## src/rtl/galaga_lib.sv

```systemverilog
// rtl/galaga_lib.sv - shared game constants, event encoding and score arithmetic
package galaga_lib;

   localparam int NE_DEF = 8;
   localparam int NP_DEF = 4;

   localparam logic [15:0] SCORE_PER_KILL = 16'd50;
   localparam logic [1:0]  START_LIVES    = 2'd3;

   typedef enum logic [1:0] {
      EVT_NONE  = 2'd0,
      EVT_SHIP  = 2'd1,
      EVT_ESHIP = 2'd2,
      EVT_PROJ  = 2'd3
   } evt_t;

   typedef enum logic [1:0] {
      ST_IDLE,
      ST_SELECT,
      ST_ISSUE,
      ST_GAMEOVER
   } seq_state_t;

   function automatic logic [15:0] sat_add16(input logic [15:0] a, input logic [15:0] b);
      logic [16:0] sum;
      sum = {1'b0, a} + {1'b0, b};
      return sum[16] ? 16'hFFFF : sum[15:0];
   endfunction

endpackage

```

## src/rtl/collision_event_sequencer_if.sv

```systemverilog
// rtl/collision_event_sequencer_if.sv - valid/ready event channel to the explosion/despawn logic
interface collision_event_sequencer_if;
   import galaga_lib::*;

   logic       evt_valid;
   logic       evt_ready;
   evt_t       evt_type;
   logic [3:0] evt_idx;

   modport master (output evt_valid, output evt_type, output evt_idx, input evt_ready);
   modport slave  (input evt_valid, input evt_type, input evt_idx, output evt_ready);

endinterface

```

## src/rtl/lsb_first_enc.sv

```systemverilog
// rtl/lsb_first_enc.sv - reports whether any bit is set and the index of the lowest set bit
module lsb_first_enc #(
   parameter int W = 8
) (
   input  logic [W-1:0] in_vec,
   output logic         found,
   output logic [3:0]   idx
);

   // Scanning downward lets the lowest set bit be the last writer.
   always_comb begin
      found = 1'b0;
      idx   = 4'd0;
      for (int i = W - 1; i >= 0; i--) begin
         if (in_vec[i]) begin
            found = 1'b1;
            idx   = 4'(i);
         end
      end
   end

endmodule

```

## src/rtl/collision_event_sequencer.sv

```systemverilog
// rtl/collision_event_sequencer.sv - latches per-frame collision flags and issues them one event at a time
module collision_event_sequencer
   import galaga_lib::*;
#(
   parameter int NE = NE_DEF,
   parameter int NP = NP_DEF
) (
   input  logic                        pixel_clk,
   input  logic                        Reset_n,
   input  logic                        frame_clk,
   input  logic                        ShipColl,
   input  logic [NP-1:0]               ProjColl,
   input  logic [NE-1:0]               EShipColl,
   collision_event_sequencer_if.master evt,
   output logic [15:0]                 score,
   output logic [1:0]                  lives,
   output logic                        game_over,
   output logic                        overrun
);

   seq_state_t  state_q, state_d;
   logic        fc_sample_q, fc_sample_d;
   logic        pend_ship_q, pend_ship_d;
   logic [NE-1:0] pend_eship_q, pend_eship_d;
   logic [NP-1:0] pend_proj_q, pend_proj_d;
   evt_t        evt_type_q, evt_type_d;
   logic [3:0]  evt_idx_q, evt_idx_d;
   logic [15:0] score_q, score_d;
   logic [1:0]  lives_q, lives_d;
   logic        game_over_q, game_over_d;
   logic        overrun_q, overrun_d;

   logic        frame_edge, merge, any_new, kill;
   logic        clr_ship;
   logic [NE-1:0] clr_eship;
   logic [NP-1:0] clr_proj;
   logic        e_found, p_found;
   logic [3:0]  e_idx, p_idx;

   lsb_first_enc #(.W(NE)) u_eship_enc (.in_vec(pend_eship_q), .found(e_found), .idx(e_idx));
   lsb_first_enc #(.W(NP)) u_proj_enc  (.in_vec(pend_proj_q),  .found(p_found), .idx(p_idx));

   assign any_new = ShipColl | (|EShipColl) | (|ProjColl);

   always_comb begin
      state_d     = state_q;
      fc_sample_d = frame_clk;
      evt_type_d  = evt_type_q;
      evt_idx_d   = evt_idx_q;
      score_d     = score_q;
      lives_d     = lives_q;
      game_over_d = game_over_q;
      overrun_d   = overrun_q;
      clr_ship    = 1'b0;
      clr_eship   = '0;
      clr_proj    = '0;
      kill        = 1'b0;
      frame_edge  = !fc_sample_q && frame_clk;
      merge       = frame_edge && (state_q != ST_GAMEOVER);

      case (state_q)
         ST_IDLE: begin
            if (frame_edge && any_new) state_d = ST_SELECT;
         end
         ST_SELECT: begin
            overrun_d = overrun_q | frame_edge;
            if (pend_ship_q) begin
               clr_ship   = 1'b1;
               evt_type_d = EVT_SHIP;
               evt_idx_d  = 4'd0;
               state_d    = ST_ISSUE;
            end else if (e_found) begin
               clr_eship  = NE'(1) << e_idx;
               evt_type_d = EVT_ESHIP;
               evt_idx_d  = e_idx;
               state_d    = ST_ISSUE;
            end else if (p_found) begin
               clr_proj   = NP'(1) << p_idx;
               evt_type_d = EVT_PROJ;
               evt_idx_d  = p_idx;
               state_d    = ST_ISSUE;
            end else begin
               // Flags merged this very cycle must not be stranded in IDLE.
               state_d = (frame_edge && any_new) ? ST_SELECT : ST_IDLE;
            end
         end
         ST_ISSUE: begin
            overrun_d = overrun_q | frame_edge;
            if (evt.evt_ready) begin
               state_d = ST_SELECT;
               case (evt_type_q)
                  EVT_SHIP: begin
                     if (lives_q == 2'd1) begin
                        lives_d     = 2'd0;
                        game_over_d = 1'b1;
                        kill        = 1'b1;
                        state_d     = ST_GAMEOVER;
                     end else if (lives_q != 2'd0) begin
                        lives_d = lives_q - 2'd1;
                     end
                  end
                  EVT_ESHIP: score_d = sat_add16(score_q, SCORE_PER_KILL);
                  default: ;
               endcase
            end
         end
         default: ;
      endcase

      pend_ship_d  = (pend_ship_q & ~clr_ship) | (merge & ShipColl);
      pend_eship_d = (pend_eship_q & ~clr_eship) | (merge ? EShipColl : '0);
      pend_proj_d  = (pend_proj_q & ~clr_proj) | (merge ? ProjColl : '0);
      if (kill) begin
         pend_ship_d  = 1'b0;
         pend_eship_d = '0;
         pend_proj_d  = '0;
      end
   end

   always_ff @(posedge pixel_clk or negedge Reset_n) begin
      if (!Reset_n) begin
         state_q      <= ST_IDLE;
         fc_sample_q  <= 1'b0;
         pend_ship_q  <= 1'b0;
         pend_eship_q <= '0;
         pend_proj_q  <= '0;
         evt_type_q   <= EVT_NONE;
         evt_idx_q    <= 4'd0;
         score_q      <= 16'd0;
         lives_q      <= START_LIVES;
         game_over_q  <= 1'b0;
         overrun_q    <= 1'b0;
      end else begin
         state_q      <= state_d;
         fc_sample_q  <= fc_sample_d;
         pend_ship_q  <= pend_ship_d;
         pend_eship_q <= pend_eship_d;
         pend_proj_q  <= pend_proj_d;
         evt_type_q   <= evt_type_d;
         evt_idx_q    <= evt_idx_d;
         score_q      <= score_d;
         lives_q      <= lives_d;
         game_over_q  <= game_over_d;
         overrun_q    <= overrun_d;
      end
   end

   assign evt.evt_valid = (state_q == ST_ISSUE);
   assign evt.evt_type  = (state_q == ST_ISSUE) ? evt_type_q : EVT_NONE;
   assign evt.evt_idx   = evt_idx_q;
   assign score         = score_q;
   assign lives         = lives_q;
   assign game_over     = game_over_q;
   assign overrun       = overrun_q;

endmodule
```

## src/flat_wrapper.sv

```systemverilog
// flat-port wrapper written by rule: the top's interface ports become plain ports
module collision_event_sequencer_flat import galaga_lib::*;
#(
   parameter int NE = NE_DEF,
   parameter int NP = NP_DEF
)
  (pixel_clk, Reset_n, frame_clk, ShipColl, ProjColl, EShipColl, score, lives, game_over, overrun, evt_evt_valid, evt_evt_type, evt_evt_idx, evt_evt_ready);
  collision_event_sequencer_if evt_i ();
  input  logic pixel_clk;
  input  logic Reset_n;
  input  logic frame_clk;
  input  logic ShipColl;
  input  logic [NP-1:0] ProjColl;
  input  logic [NE-1:0] EShipColl;
  output logic [15:0] score;
  output logic [1:0] lives;
  output logic game_over;
  output logic overrun;
  output wire logic [$bits(evt_i.evt_valid)-1:0] evt_evt_valid;
  output wire logic [$bits(evt_i.evt_type)-1:0] evt_evt_type;
  output wire logic [$bits(evt_i.evt_idx)-1:0] evt_evt_idx;
  input wire logic [$bits(evt_i.evt_ready)-1:0] evt_evt_ready;
  assign evt_evt_valid = evt_i.evt_valid;
  assign evt_evt_type = evt_i.evt_type;
  assign evt_evt_idx = evt_i.evt_idx;
  assign evt_i.evt_ready = evt_evt_ready;
  collision_event_sequencer #(.NE(NE), .NP(NP)) u_core (.pixel_clk(pixel_clk), .Reset_n(Reset_n), .frame_clk(frame_clk), .ShipColl(ShipColl), .ProjColl(ProjColl), .EShipColl(EShipColl), .evt(evt_i), .score(score), .lives(lives), .game_over(game_over), .overrun(overrun));
endmodule
```

## config.mk

```make
export PLATFORM = sky130hd
export DESIGN_NAME = collision_event_sequencer_flat
export DESIGN_NICKNAME = d
export VERILOG_FILES = /design/src/rtl/galaga_lib.sv /design/src/rtl/collision_event_sequencer_if.sv /design/src/rtl/lsb_first_enc.sv /design/src/rtl/collision_event_sequencer.sv /design/src/flat_wrapper.sv
export SDC_FILE = /design/constraint.sdc
export NUM_CORES = 1
export LEC_CHECK = 0
export CAP_MARGIN = 20
export CORE_MARGIN = 2
export CORE_UTILIZATION = 57
export CTS_BUF_LIST = sky130_fd_sc_hd__clkbuf_4 sky130_fd_sc_hd__clkbuf_8
export DETAILED_ROUTE_END_ITERATION = 10
export PLACE_DENSITY = 0.87
export SETUP_SLACK_MARGIN = 0.4
export SLEW_MARGIN = 5
export SYNTH_ARGS = -nofsm -noshare
export SYNTH_HDL_FRONTEND = slang
export SYNTH_SLANG_ARGS = --single-unit
```

## constraint.sdc

```tcl
create_clock -name pixel_clk -period 3.15 [get_ports pixel_clk]
set_input_delay 0.315 -clock pixel_clk [delete_from_list [all_inputs] [get_ports pixel_clk]]
set_output_delay 0.315 -clock pixel_clk [all_outputs]
set_load 0.05 [all_outputs]
```

Fig. 1: gate families picked out
(8 px per µm)
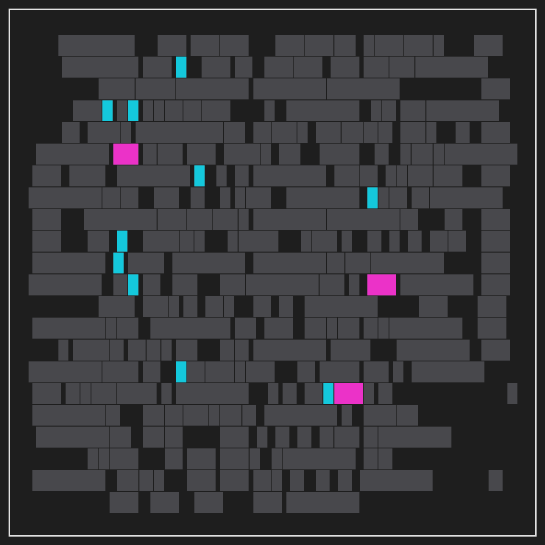
cyan -> inverters  # cells 10
magenta -> AND-OR and OR-AND gates  # cells 3

==> impl_metrics.yaml <==
# flow metrics
outcome:
  status: "completed"
final_timing:
  period_needed_ns: 2.47
  worstMarginPinSlew_ns: 0.893
  tns_ns: 0
  fin_worst_skew_ns: 0.00725
  rsz0062_at_grt: "false"
  period_used_pct: 78.3
  finalMaxSlewViolations: 0
  hold_violations: 0
  whs_ns: 0.130
  setup_viol: 0
  slew_headroom_pct: 40.5
  timing.fmax_mhz: 405
final_layout:
  area_growth_pct: 26.4
  nFillCells: 268
  final_area_mm2: 0.00274
  final_layout_top_logic_cells: "clkdlybuf4s50_1 (41), dfrtp_1 (39), nand2_1 (30)"
  drive_gt1_share_pct: 6.69
  lay_top_count: "clkdlybuf4s50_1"
  final_util_pct: 74.7
  finalNonFillerCells: 317
  diodes: 0
pwr:
  internal-power_mw: 1.29
  power_frac_comb_pct: 42.5
  p_seq_share_pct: 37.3
  ir_drop_uv: 447
  p_sw_mw: 0.941
  clock_power_share_pct: 20.2
  swShare_pct: 42.2
  cellLeakagePower_nw: 1.16
setup_path:
  critPathLaunch: "u_core.state_q[0]"
  worstPathArrival_ns: 2.70
  endpoint: "u_core.score[0]"
  endpoint_kind: "register"
  crit_fanout: 13
  cp-start-kind: "register"
  r2r_cells: 7
  reg2reg_from: "u_core.state_q[0]"
  r2r-end: "u_core.score[0]"
  required_ns: 3.38
  crit_type: "register to register"
clocking:
  hold_buffers: 0
  cts_made_buffers: 5
  cts-root-buf: "clkbuf_8"
  clk_pin_slew_ns: 0.08
  clockBufferDepth: 2
  cts_setup_buffers: 0
  htree_levels: 2
  cts-resized-gates: 0
  tritoncts: "built"
  cts_sinks: 41
  clk_latency_ns: 0.30
floorplan:
  row_count: 22
  fp_util_pct: 59.1
  die_w_um: 65.6
  dieArea_mm2: 0.00431
  die_h_um: 65.6
  ios: 44
placed_design:
  pre_cts_ws_ns: 0.622
  placed_area_mm2: 0.00261
  port_buffers: 42
  gp_congestion: 0.864
  place_inst: 309
  dp_hpwl_um: 3570
detailed_routing:
  dr.pass1.iters: 4
  wl_per_cell_um: 15.8
  route.detailed.drc: 0
  drt_iter0_markers: 148
  ant_nets: 0
  via_per_inst: 5.83
  routed_wirelength_um: 5010
global_route:
  grt_pass1_vias: 1819
  grtUsageTotal_pct: 25.4
  grt_first_pass_wirelength_um: 8320
  grt_overflow_total: 0
  grt_max_degree: 42
  antenna_found_initial: 0
synth:
  ys_chip_area_mm2: 0.00216
  synth-seq-cells: 41
  async_flop_share_pct: 100
  netlist_area_mm2: 0.00216
  adder_share_pct: 4.62
  synthAoiAreaFrac_pct: 16.9
  xor_share_pct: 4.05
  simple_gate_area_share_pct: 22.3
  netlist_instances: 225
  seq_area_frac_synth_pct: 47.5
  flop_cell: "dfrtp_1"
  avgSynthCellArea_um2: 9.62
  synth-warning-count: 0
  fp_nets: 250
  yosys_cells: 225
  synth-edff-count: 0
  synth.area.mux_share_pct: 0.983
  topCombFamilyByArea: "simple AND/OR/NAND/NOR gates"
job:
  warnings: 31
  cap_violations: 0
Fig. 2: routing congestion
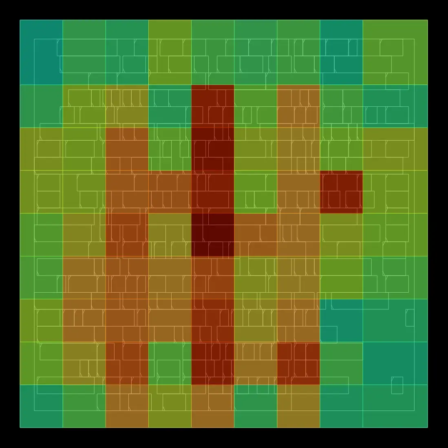
GRT Max-Usage Layer: met2
met3 Track Usage GR: 6.51%

## layer usage
layer	global-route usage, %	share of wire, %	vias to the layer above
met5	0	0	-
met2	41.5	51	41
li1	-	-	899
met3	6.51	3.7	8
met4	8.85	1.6	0
met1	32.8	44	899
## power groups by stage
stage               registers (mW)  clock network (mW)  logic, mW
detailed placement           0.835                   0      0.942
global placement             0.826                   0      0.918
global route                 0.854               0.478       1.02
floorplan                     1.02                   0      0.464
finish                       0.830               0.450      0.948
CTS                          0.826               0.455      0.949
## critical path: stages, from the launching register on
cell,delay [ns]
dfrtp_1,0.43
inv_1,0.10
ha_1,0.29
nand4b_1,0.14
buf_4,0.19
nor4_1,0.70
nand3_2,0.38
nand2b_1,0.18
## Yosys cell counts (all sizes together) (3+ instances only)
library cell,n,share of area [%]
xnor2,9,3.6
nor3b,3,1.0
o31ai,3,1.0
nor3,7,1.6
a31oi,5,1.4
nand2b,4,1.2
nor4,5,1.4
nor2,18,3.1
nand2,30,5.2
o41ai,3,2.1
buf,3,1.0
dfrtp,39,45
a22oi,3,1.0
nand3,3,0.69
o21ai,9,2.1
ha,8,4.6
nand4,3,0.87
a21oi,17,4.1
clkbuf,4,0.69
inv,10,1.7
## flip-flops by register name, summed over array words and instances (netlist names)
name and count:
u_core.score 16, u_core.pend_eship_q 8, u_core.pend_proj_q 4, u_core.evt.evt_idx 3, u_core.evt_type_q 2, u_core.lives 2
u_core.state_q 2, u_core.fc_sample_q 1, u_core.game_over 1, u_core.overrun 1, u_core.pend_ship_q 1
## area by class of cell
cell class                 count  area [µm²]  share of cell area [%]
clock buffer                   6        82.6                    3.02
clock inverter                 2        37.5                    1.37
inverter                      10        37.5                    1.37
multi-input combinational    167        1070                    39.0
sequential                    41        1030                    37.6
tap                           48        60.1                    2.20
timing repair buffer          43         423                    15.5
Power and IR drop assume default switching activity.
